## config.mk

```make
export PLATFORM = sky130hd
export DESIGN_NAME = exu_mdu
export DESIGN_NICKNAME = d
export VERILOG_FILES = /design/src/rtl/exu_mdu.sv
export SDC_FILE = /design/constraint.sdc
export NUM_CORES = 1
export LEC_CHECK = 0
export ABC_AREA = 1
export CAP_MARGIN = 20
export CORE_MARGIN = 2
export CORE_UTILIZATION = 44
export CTS_BUF_LIST = sky130_fd_sc_hd__clkbuf_8
export DETAILED_ROUTE_END_ITERATION = 7
export SYNTH_ARGS = -nofsm -noshare
export SYNTH_HDL_FRONTEND = slang
export SYNTH_SLANG_ARGS = --single-unit
```

## constraint.sdc

```tcl
create_clock -name clock_i -period 5.5 [get_ports clock_i]
set_input_delay 1.1 -clock clock_i [delete_from_list [all_inputs] [get_ports clock_i]]
set_output_delay 1.1 -clock clock_i [all_outputs]
set_load 0.005 [all_outputs]
```

## src/rtl/exu_mdu.sv

```systemverilog
// exu_mdu: iterative multiply/divide unit (radix-2 shift-add multiply, restoring divide).
// Optional macro EXU_MDU_DIV_EN adds the divider datapath; without it ops 4-7 respond illegal.
`default_nettype none

module exu_mdu #(
    parameter int XLEN  = 32,
    parameter int CNT_W = $clog2(XLEN + 1)
) (
    input  logic            clock_i,
    input  logic            reset_i,
    input  logic            req_valid_i,
    output logic            req_ready_o,
    input  logic [2:0]      req_op_i,
    input  logic [XLEN-1:0] req_lhs_i,
    input  logic [XLEN-1:0] req_rhs_i,
    input  logic            flush_i,
    output logic            resp_valid_o,
    input  logic            resp_ready_i,
    output logic [XLEN-1:0] resp_data_o,
    output logic            resp_illegal_o,
    output logic            busy_o
);

    localparam logic [1:0] S_IDLE = 2'd0;
    localparam logic [1:0] S_CALC = 2'd1;
    localparam logic [1:0] S_DONE = 2'd2;

    logic [1:0]        state_q, state_d;
    logic [CNT_W-1:0]  cnt_q, cnt_d;
    logic [2:0]        op_q, op_d;
    logic [2*XLEN-1:0] prod_q, prod_d;
    logic [XLEN-1:0]   b_q, b_d;
    logic              neg_q, neg_d;
    logic [XLEN-1:0]   res_q, res_d;
    logic              ill_q, ill_d;

    // Operand signedness: MUL/MULH/DIV/REM both signed, MULHSU lhs only.
    logic            w_lhs_signed, w_rhs_signed, w_lhs_neg, w_rhs_neg;
    logic [XLEN-1:0] w_lhs_mag, w_rhs_mag;

    assign w_lhs_signed = (req_op_i == 3'd0) || (req_op_i == 3'd1) || (req_op_i == 3'd2) ||
                          (req_op_i == 3'd4) || (req_op_i == 3'd6);
    assign w_rhs_signed = (req_op_i == 3'd0) || (req_op_i == 3'd1) ||
                          (req_op_i == 3'd4) || (req_op_i == 3'd6);
    assign w_lhs_neg    = w_lhs_signed & req_lhs_i[XLEN-1];
    assign w_rhs_neg    = w_rhs_signed & req_rhs_i[XLEN-1];
    assign w_lhs_mag    = w_lhs_neg ? -req_lhs_i : req_lhs_i;
    assign w_rhs_mag    = w_rhs_neg ? -req_rhs_i : req_rhs_i;

    // prod_q holds {partial product, multiplier} or {remainder, dividend/quotient}.
    logic [XLEN:0]     w_mul_sum;
    logic [2*XLEN-1:0] w_mul_next, w_step, w_prod_cor;
    logic [XLEN-1:0]   w_mul_res, w_div_res, w_result;

    assign w_mul_sum  = {1'b0, prod_q[2*XLEN-1:XLEN]} + (prod_q[0] ? {1'b0, b_q} : {(XLEN+1){1'b0}});
    assign w_mul_next = {w_mul_sum, prod_q[XLEN-1:1]};
    assign w_prod_cor = neg_q ? -w_step : w_step;
    assign w_mul_res  = (op_q[1:0] == 2'b00) ? w_prod_cor[XLEN-1:0] : w_prod_cor[2*XLEN-1:XLEN];

`ifdef EXU_MDU_DIV_EN
    logic              rneg_q, rneg_d;
    logic [XLEN:0]     w_div_shift, w_div_diff;
    logic [2*XLEN-1:0] w_div_next;
    logic [XLEN-1:0]   w_quo, w_rem;
    logic              w_div_zero, w_div_ovf;

    assign w_div_shift = {prod_q[2*XLEN-1:XLEN], prod_q[XLEN-1]};
    assign w_div_diff  = w_div_shift - {1'b0, b_q};
    assign w_div_next  = w_div_diff[XLEN] ? {w_div_shift[XLEN-1:0], prod_q[XLEN-2:0], 1'b0}
                                          : {w_div_diff[XLEN-1:0],  prod_q[XLEN-2:0], 1'b1};
    assign w_step      = op_q[2] ? w_div_next : w_mul_next;
    assign w_quo       = w_step[XLEN-1:0];
    assign w_rem       = w_step[2*XLEN-1:XLEN];
    assign w_div_res   = op_q[1] ? (rneg_q ? -w_rem : w_rem) : (neg_q ? -w_quo : w_quo);
    assign w_div_zero  = (req_rhs_i == '0);
    assign w_div_ovf   = ~req_op_i[0] && (req_lhs_i == {1'b1, {(XLEN-1){1'b0}}}) && (req_rhs_i == '1);
`else
    assign w_step      = w_mul_next;
    assign w_div_res   = '0;
`endif

    assign w_result = op_q[2] ? w_div_res : w_mul_res;

    always_comb begin
        state_d = state_q;
        cnt_d   = cnt_q;
        op_d    = op_q;
        prod_d  = prod_q;
        b_d     = b_q;
        neg_d   = neg_q;
        res_d   = res_q;
        ill_d   = ill_q;
`ifdef EXU_MDU_DIV_EN
        rneg_d  = rneg_q;
`endif
        case (state_q)
            S_IDLE: begin
                if (req_valid_i) begin
                    op_d    = req_op_i;
                    prod_d  = {{XLEN{1'b0}}, w_lhs_mag};
                    b_d     = w_rhs_mag;
                    neg_d   = w_lhs_neg ^ w_rhs_neg;
                    cnt_d   = CNT_W'(XLEN);
                    ill_d   = 1'b0;
                    state_d = S_CALC;
`ifdef EXU_MDU_DIV_EN
                    rneg_d  = w_lhs_neg;
                    if (req_op_i[2] && w_div_zero) begin
                        res_d   = req_op_i[1] ? req_lhs_i : {XLEN{1'b1}};
                        state_d = S_DONE;
                    end else if (req_op_i[2] && w_div_ovf) begin
                        res_d   = req_op_i[1] ? {XLEN{1'b0}} : req_lhs_i;
                        state_d = S_DONE;
                    end
`else
                    if (req_op_i[2]) begin
                        res_d   = '0;
                        ill_d   = 1'b1;
                        state_d = S_DONE;
                    end
`endif
                end
            end
            S_CALC: begin
                prod_d = w_step;
                cnt_d  = cnt_q - CNT_W'(1);
                if (cnt_q == CNT_W'(1)) begin
                    res_d   = w_result;
                    state_d = S_DONE;
                end
            end
            S_DONE: begin
                if (resp_ready_i) state_d = S_IDLE;
            end
            default: state_d = S_IDLE;
        endcase
        // Flush wins over completion and over a new request.
        if (flush_i) state_d = S_IDLE;
    end

    always_ff @(posedge clock_i or posedge reset_i) begin
        if (reset_i) begin
            state_q <= S_IDLE;
            cnt_q   <= '0;
            op_q    <= '0;
            prod_q  <= '0;
            b_q     <= '0;
            neg_q   <= 1'b0;
            res_q   <= '0;
            ill_q   <= 1'b0;
        end else begin
            state_q <= state_d;
            cnt_q   <= cnt_d;
            op_q    <= op_d;
            prod_q  <= prod_d;
            b_q     <= b_d;
            neg_q   <= neg_d;
            res_q   <= res_d;
            ill_q   <= ill_d;
        end
    end

`ifdef EXU_MDU_DIV_EN
    always_ff @(posedge clock_i or posedge reset_i) begin
        if (reset_i) rneg_q <= 1'b0;
        else         rneg_q <= rneg_d;
    end
`endif

    assign req_ready_o    = (state_q == S_IDLE);
    assign busy_o         = (state_q != S_IDLE);
    assign resp_valid_o   = (state_q == S_DONE);
    assign resp_data_o    = resp_valid_o ? res_q : '0;
    assign resp_illegal_o = resp_valid_o & ill_q;

endmodule

`default_nettype wire

```

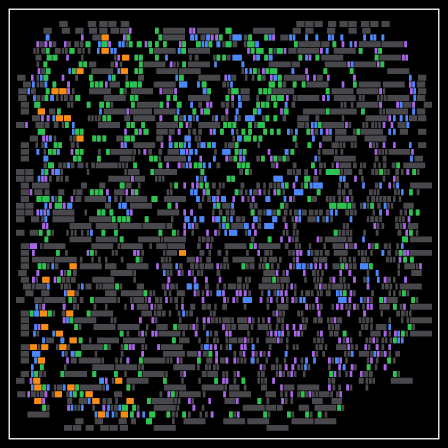
(images/logic_types.png)
colour	family	cells	most used	where
purple	inv cells	350	inv_1	all over the die
green	aoi and oai cells	328	o21ai_0	all over the die
blue	nor cells	265	nor2_1	all over the die
orange	xor and xnor cells	35	xor2_1	a column on the left

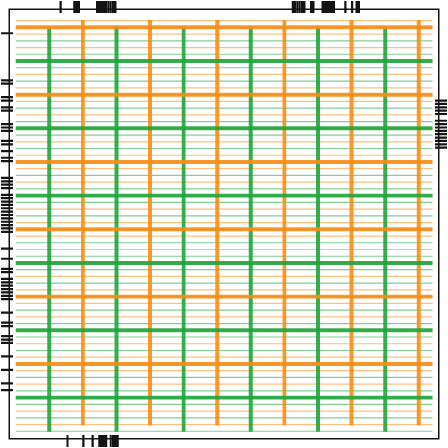
(images/power_grid.png)
Pins as bars on the die edge.
colour	net
green	VSS
orange	VDD
signal pins	108
met1 rails	62
rows	61
met5 straps	12

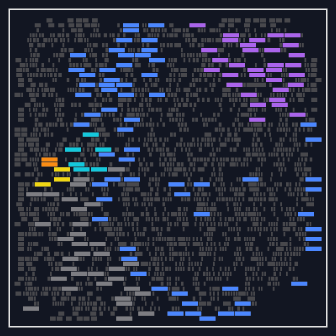
(images/flops_by_reg.png)
colour	name in the netlist	sequential cells
purple	res_q	32
cyan	cnt_q	6
yellow	op_q	3
blue	prod_q	64
orange	state_q	2
not coloured	33

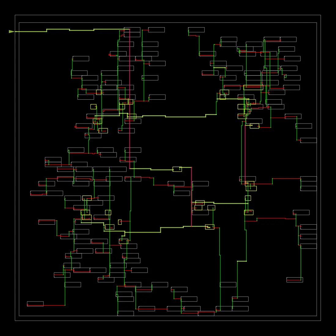
(images/clocks.png)
total CTS buffers: 17
clk sinks: 140
skew final: 12.6 ps

==> flow_summary.ini <==
; yosys + openroad results
[outcome]
status = completed

[global_route]
grt_max_degree = 89
grt_first_pass_wirelength_um = 65000
antenna_found_initial = 0
gr-usage-all-layers = 0.273
grt_pass1_vias = 12000
globalRouteOverflowTotal = 0

[placed_design]
place_ws_ps = 1550
placed_area_um2 = 13900
gp_congestion = 0.935
dp_hpwl_um = 31600
io_buffers = 107

[clock_network]
h-tree-depth = 4
cts_resized = 0
ctsHoldBuffers = 0
insertion_delay_ps = 480
cts.path.max_buffers = 2
cts_root_buf = clkbuf_8
cts_tree = done
postCtsSetupBuffers = 0
clkSlewWorstSetupHoldPaths_ps = 90

[synth]
numSynthFlops = 140
ys_warn_count = 0
synth_area_leader_cell = dfrtp_1
fp_nets = 2204
synth_area_um2 = 12600
synthCells = 2094
syn_avg_cell_area_um2 = 6.00
ys.flop_type = dfrtp_1
async_reset_ff_frac = 1.00
ys_cells = 2094
ys_area_um2 = 12600
enable_flop_cells = 0
synthTopCellsByArea = dfrtp_1 (28%), nand2_1 (19%), inv_1 (10%)
ys_seq_frac = 0.279
yosys.cell_types.count = 49
top_area_frac = 0.279

[sta]
finalMaxSlewViolations = 0
max_slew_margin = 0.360
finalCriticalPeriod_ps = 3830
finalSetupViolations = 0
worstMarginPinSlew_ps = 961
finalClockPeriodUsage = 0.696
max_clock_freq_mhz = 261
rsz0062_at_grt = false
final.setup.tns_ps = 0
finalHoldViolCount = 0
setup_ws_ps = 1670

[finish]
fin_util = 0.514
antenna_cells = 0
drive_gt1_frac = 0.0601
lay_top_cells = nand2_1 (628), inv_1 (335), nor2_1 (202), o21ai_0 (202), nand3_1 (163)
layout.cells.most_common = nand2_1
final_cell_area_um2 = 14400
nets = 2278
syn2layout_area_growth_pct = 14.4

[power_and_ir_drop]
power.leakage_nw = 7.45
p_switching_mw = 3.15
p_comb_frac = 0.572
seq_power_share = 0.276
p_clk_frac = 0.152
p_int_mw = 2.77
ir_drop_mv = 0.209
swShare = 0.533
p_per_area_nw_per_um2 = 412

[detailed_routing]
via_count = 13200
wire_per_inst_um = 15.9
ant_nets = 0
avgViaCountPerCell = 5.15
firstDrtPassIters = 5
wl_um = 40800
dr.first_iter.drc_count = 1229
drc = 0

[job]
drv_cap = 0
openroad.warnings = 27

[floorplanning]
num_rows = 61
core_um2 = 27900
dieArea_um2 = 29900
dieWidth_um = 173
die_height_um = 173
ios = 108
fp_util = 0.449

[worst_setup_path]
critPathKind = flop to flop
required_ps = 5870
critPathSlowestCell = dfrtp_1
cp_slowest_stage_delay_ps = 980
crit_chain = nand2_1 > inv_1 > ha_1 > nand2_1 > nor2_1 > inv_1 > nor3_1 > nand3_1 > nand2_1 > nand2_1 > nand2_1 > nand2_1 > nor2_1 > nand4_1 > nand3_1 > nand3_1 > nand2_1 > nand2_1
worst_path_most_repeated_cell = nand2_1
crit_path_start_kind = flop
endpoint_kind = flop
arrival_ps = 4200
r2r_slack_ps = 1670
crit_fanout = 33

[hold_path]
holdCritPathClass = flop to flop
-- area by class of cell --
| type | instances | area (µm²) |
|---|---|---|
| Fill cell | 2930 | 13600 |
| Multi-Input combinational cell | 1540 | 7500 |
| Sequential cell | 140 | 3500 |
| Inverter | 350 | 1320 |
| Timing Repair Buffer | 119 | 1170 |
| Tap cell | 378 | 473 |
| Clock buffer | 18 | 248 |
| Clock inverter | 14 | 153 |
-- cell families (layout without fill, tap and decap cells) --
| group | count (synthesis) | count (layout) | synth area share |
|---|---|---|---|
| AND-OR/OR-AND | 330 | 330 | 0.142 |
| adder cells (fa/ha/maj) | 38 | 38 | 0.0385 |
| buffers and inverters | 414 | 501 | 0.124 |
| flip-flops | 140 | 140 | 0.279 |
| AND/OR/NAND/NOR | 1137 | 1137 | 0.392 |
| XOR/XNOR | 35 | 35 | 0.0244 |
-- cell usage after synthesis, types with 10 or more instances --
| master | count |
|---|---|
| nor2_2 | 17 |
| nand3_2 | 12 |
| inv_1 | 337 |
| nor3_1 | 25 |
| nand3_1 | 163 |
| dfrtp_1 | 140 |
| xor2_1 | 26 |
| nand2_2 | 27 |
| a21oi_1 | 70 |
| ha_1 | 37 |
| nor2_1 | 203 |
| nand2_1 | 629 |
| o22ai_1 | 10 |
| nand4_1 | 24 |
| o21ai_0 | 202 |
| clkbuf_1 | 52 |
-- per-stage QoR --
step                      total power, mW  hold slack [ps]  std cells
after global routing                 6.44              508       2559
after CTS                            5.88              491       2558
final                                5.92              493       2559
after floorplan                      3.94              447       2094
after global placement               4.95              464       2526
after detailed placement             4.97              466       2526
-- flip-flops by register name, indices dropped and copies added, names as in the netlist --
| name | flops |
|---|---|
| prod_q | 64 |
| b_q | 32 |
| res_q | 32 |
| cnt_q | 6 |
| op_q | 3 |
| state_q | 2 |
| neg_q | 1 |
-- power groups by stage --
| stage | clock [mW] | sequential (mW) | combinational (mW) |
|---|---|---|---|
| 4_1_cts | 0.914 | 1.62 | 3.35 |
| 5_1_grt | 0.960 | 1.67 | 3.80 |
| 6_report | 0.900 | 1.63 | 3.38 |
| 3_5_place_dp | 0 | 1.64 | 3.33 |
| 3_3_place_gp | 0 | 1.64 | 3.31 |
| 2_1_floorplan | 0 | 1.53 | 2.41 |
-- path summary, 6_finish.rpt --
| check | cells past startpoint | start | to |
|---|---|---|---|
| setup / recovery | 18 | prod_q[0] | res_q[27] |
| setup reg to reg | 18 | prod_q[0] | res_q[27] |
| max in group asynchronous | 3 | reset_i | res_q[26] |
| hold / removal | 2 | b_q[5] | b_q[5] |
| hold reg to reg | 2 | b_q[5] | b_q[5] |
| min in group asynchronous | 2 | reset_i | b_q[9] |
-- worst max-delay path, delay by kind of cell (launching register included) --
| kind | cells | cell delay (ps) |
|---|---|---|
| adder cells (fa/ha/maj) | 1 | 260 |
| AND/OR/NAND/NOR | 15 | 2230 |
| flip-flops | 1 | 980 |
| buffers and inverters | 2 | 230 |
-- routing by layer --
metal | vias to the layer above | wire, µm | track usage
met1 | 5936 | 20300 | 0.409
met5 | - | 0 | 0
met2 | 409 | 16900 | 0.399
li1 | 6793 | - | -
met4 | 0 | 1120 | 0.0865
met3 | 48 | 2480 | 0.0442
No activity file was given, so power comes from the tool's default toggle rates.
